## config.mk

```make
export PLATFORM = sky130hd
export DESIGN_NAME = imem_loader
export DESIGN_NICKNAME = d
export VERILOG_FILES = /design/src/rtl/imem_loader.sv
export SDC_FILE = /design/constraint.sdc
export NUM_CORES = 1
export LEC_CHECK = 0
export CAP_MARGIN = 20
export CORE_MARGIN = 2
export CORE_UTILIZATION = 50
export CTS_BUF_LIST = sky130_fd_sc_hd__clkbuf_16
export CTS_CLUSTER_SIZE = 28
export DETAILED_ROUTE_END_ITERATION = 12
export PLACE_DENSITY = 0.74
export SYNTH_ARGS = -nofsm -noshare
export SYNTH_HDL_FRONTEND = slang
export SYNTH_SLANG_ARGS = --single-unit
```

## constraint.sdc

```tcl
create_clock -name clk -period 2.6 [get_ports clk]
set_input_delay 0.39 -clock clk [delete_from_list [all_inputs] [get_ports clk]]
set_output_delay 0.39 -clock clk [all_outputs]
set_load 0.005 [all_outputs]
```

## src/rtl/imem_loader.sv

```systemverilog
// Byte-stream loader for the instruction memory: packs header-counted bundles and writes them.
// Optional trailing checksum byte when IMEM_LOADER_CSUM_EN is defined.
module imem_loader #(
    parameter int ADDR_W = 8
) (
    input  logic              clk,
    input  logic              rst_n,
    input  logic              start,
    input  logic [7:0]        in_data,
    input  logic              in_valid,
    output logic              in_ready,
    output logic              mem_we,
    output logic [ADDR_W-1:0] mem_addr,
    output logic [31:0]       mem_data0,
    output logic [31:0]       mem_data1,
    output logic              core_run,
    output logic              busy,
    output logic              done,
    output logic              err
);

    typedef enum logic [2:0] {
        S_IDLE, S_HDR_HI, S_HDR_LO, S_PAYLOAD, S_WRITE, S_CSUM, S_DONE, S_ERR
    } state_t;

`ifdef IMEM_LOADER_CSUM_EN
    localparam state_t S_AFTER = S_CSUM;
`else
    localparam state_t S_AFTER = S_DONE;
`endif

    localparam logic [16:0]     CAP     = 17'(1) << ADDR_W;
    localparam logic [ADDR_W:0] IDX_ONE = {{ADDR_W{1'b0}}, 1'b1};

    state_t          state, state_nx;
    logic [7:0]      n_hi;
    logic [7:0]      csum;
    logic [2:0]      cnt;
    logic [ADDR_W:0] idx;
    logic [ADDR_W:0] n_cnt;
    logic [55:0]     asm_q;
    logic            xfer;
    logic [15:0]     hdr;
    logic            last;

    assign xfer = in_valid & in_ready;
    assign hdr  = {n_hi, in_data};
    assign last = (idx + IDX_ONE) == n_cnt;

    always_comb begin
        state_nx = state;
        case (state)
            S_IDLE, S_DONE, S_ERR: if (start) state_nx = S_HDR_HI;
            S_HDR_HI: if (xfer) state_nx = S_HDR_LO;
            S_HDR_LO: begin
                if (xfer) begin
                    if (hdr == 16'd0)
                        state_nx = S_AFTER;
                    else if ({1'b0, hdr} > CAP)
                        state_nx = S_ERR;
                    else
                        state_nx = S_PAYLOAD;
                end
            end
            S_PAYLOAD: if (xfer && cnt == 3'd7) state_nx = S_WRITE;
            S_WRITE: state_nx = last ? S_AFTER : S_PAYLOAD;
            S_CSUM: if (xfer) state_nx = (in_data == csum) ? S_DONE : S_ERR;
            default: state_nx = S_IDLE;
        endcase
    end

    // Outputs are derived from the next state so every flag is registered yet current.
    always_ff @(posedge clk) begin
        if (!rst_n) begin
            state     <= S_IDLE;
            in_ready  <= 1'b0;
            mem_we    <= 1'b0;
            mem_addr  <= '0;
            mem_data0 <= '0;
            mem_data1 <= '0;
            core_run  <= 1'b0;
            busy      <= 1'b0;
            done      <= 1'b0;
            err       <= 1'b0;
            n_hi      <= '0;
            csum      <= '0;
            cnt       <= '0;
            idx       <= '0;
            n_cnt     <= '0;
            asm_q     <= '0;
        end else begin
            state    <= state_nx;
            in_ready <= state_nx inside {S_HDR_HI, S_HDR_LO, S_PAYLOAD, S_CSUM};
            busy     <= state_nx inside {S_HDR_HI, S_HDR_LO, S_PAYLOAD, S_WRITE, S_CSUM};
            done     <= state_nx == S_DONE;
            core_run <= state_nx == S_DONE;
            err      <= state_nx == S_ERR;
            mem_we   <= state_nx == S_WRITE;

            if (state_nx == S_HDR_HI && state != S_HDR_HI) begin
                idx  <= '0;
                cnt  <= '0;
                csum <= '0;
            end

            if (xfer) begin
                case (state)
                    S_HDR_HI: n_hi  <= in_data;
                    S_HDR_LO: n_cnt <= hdr[ADDR_W:0];
                    S_PAYLOAD: begin
                        cnt   <= cnt + 3'd1;
                        csum  <= csum ^ in_data;
                        asm_q <= {in_data, asm_q[55:8]};
                        // Eighth byte completes the bundle straight from the input lane.
                        if (cnt == 3'd7) begin
                            mem_addr  <= idx[ADDR_W-1:0];
                            mem_data0 <= asm_q[31:0];
                            mem_data1 <= {in_data, asm_q[55:32]};
                        end
                    end
                    default: ;
                endcase
            end

            if (state == S_WRITE)
                idx <= idx + IDX_ONE;
        end
    end

endmodule

```

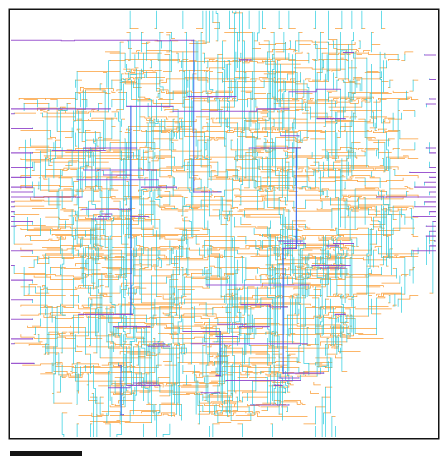
Fig. 1. Metal layers overlaid.
The bar under the picture is 20 um long.
[M2] cyan | wire length: 6940 um
[M1] orange | wire length: 7320 um
[M4] blue | wire length: 188 um
[M3] purple | wire length: 759 um
Post-Route WL: 15200 um
Vias: 5721
global-route usage over all layers: 22.11%

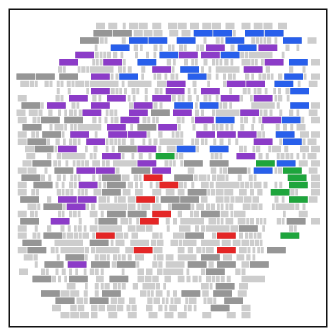
Fig. 2. Where the registers sit.
[mem_addr] green | sequential cells: 8 | where: east
[mem_data0] blue | sequential cells: 32
[asm_q] purple | sequential cells: 56
[n_cnt] red | sequential cells: 9
not colored: 68
flop share of the area: 41.52%
seq pwr: 2.68 mW
Flop area: 3463 sq um

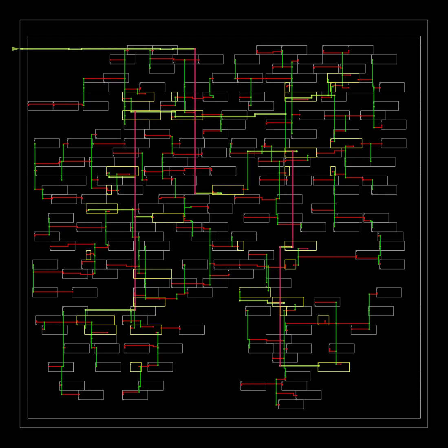
Fig. 3. Clock wiring as the flow saved it.
P_clk: 2.50 mW
clock buffer count from CTS: 17

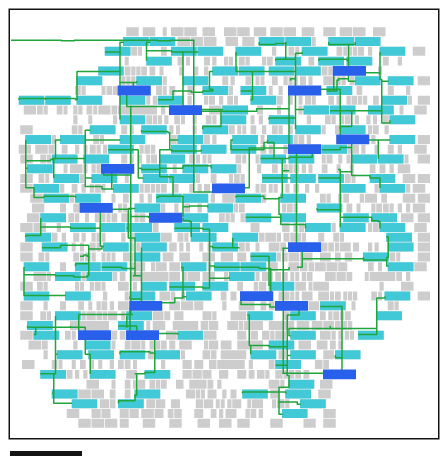
Fig. 4. Clock distribution.
The bar under the picture is 20 um long.
[clock-net drivers] blue | count: 17
[clock wires] green | length: 1820 um
[flip-flops] cyan | count: 173
flops lie: all over the die
routed clock nets: 18
clock skew: 0.007166 ns
clock latency on the worst-skew pair: 0.43 ns
Clock power frac: 46.0%

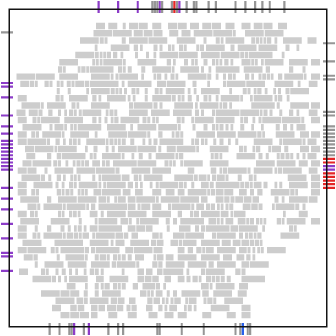
Fig. 5. Pin placement.
Pins as bars across the die edge, other pins in gray.
[mem_addr] red | pins: 8 | direction: output | edge: 7 east, 1 north
[mem_data1] purple | pins: 32 | direction: output | edge: 23 west, 5 north, 2 south, 2 east
[mem_we] blue | pins: 1 | direction: output | edge: south
all pins by edge: 24 west, 24 east, 23 north, 19 south
Die H: 118.9 um
Die X: 118.9 um
port buffer count: 89

==> CHANGELOG.md <==
### Metrics

- Crit path kind: flop to flop
- DRT met1 WL: 7319 um
- Logic pwr share: roughly 4.6%
- CP delay by family, top: AND-OR/OR-AND gates
- Max layer used: met4
- Max reg flops: 56
- Critical Path End: busy$_SDFF_PN0_
- Min-delay src: mem_data1[9]$_SDFFE_PN0P_
- Vias/cell: around 5.2
- CORE AREA: 12770 sq um
- Initial antenna violation count: 0
- Flops after synth: 173
- Crit path launch: idx[0]$_SDFFE_PN0P_
- Commonest flop: dfxtp_1
- First-pass DRT Iterations: 4
- Synth area leader: dfxtp_1
- Clk_buf instances: 17
- Flop Count: 173
- Tcrit/Tclk final: between 80% and 90%
- Post-Place Cells: around 1100
- Main logic family: simple AND/OR/NAND/NOR gates
- Synth-to-Final Area Change: 26.32%
- Share of cells above drive strength 1: between 7 and 8%
- Die area: 14140 sq um
- Status: finished clean
- Non-filler cells in the finished layout: 1095
- IO Pins: 90
- Finished Cell Area: 8342 sq um
- Setup_tns: 0 ns
- Most used logic cell in the final layout: nand2_1
- # DRC: 0
- OpenROAD warning count: 26
- RR Startpoint: idx[0]$_SDFFE_PN0P_
- # fillers: ~1100
- WL per Instance: 13.88 um
- Master of the slowest instance on the critical path: dfxtp_1
- Cells on worst reg2reg path: 8
- Netlist cell types: 52
Power is estimated from default activity; no workload was simulated.
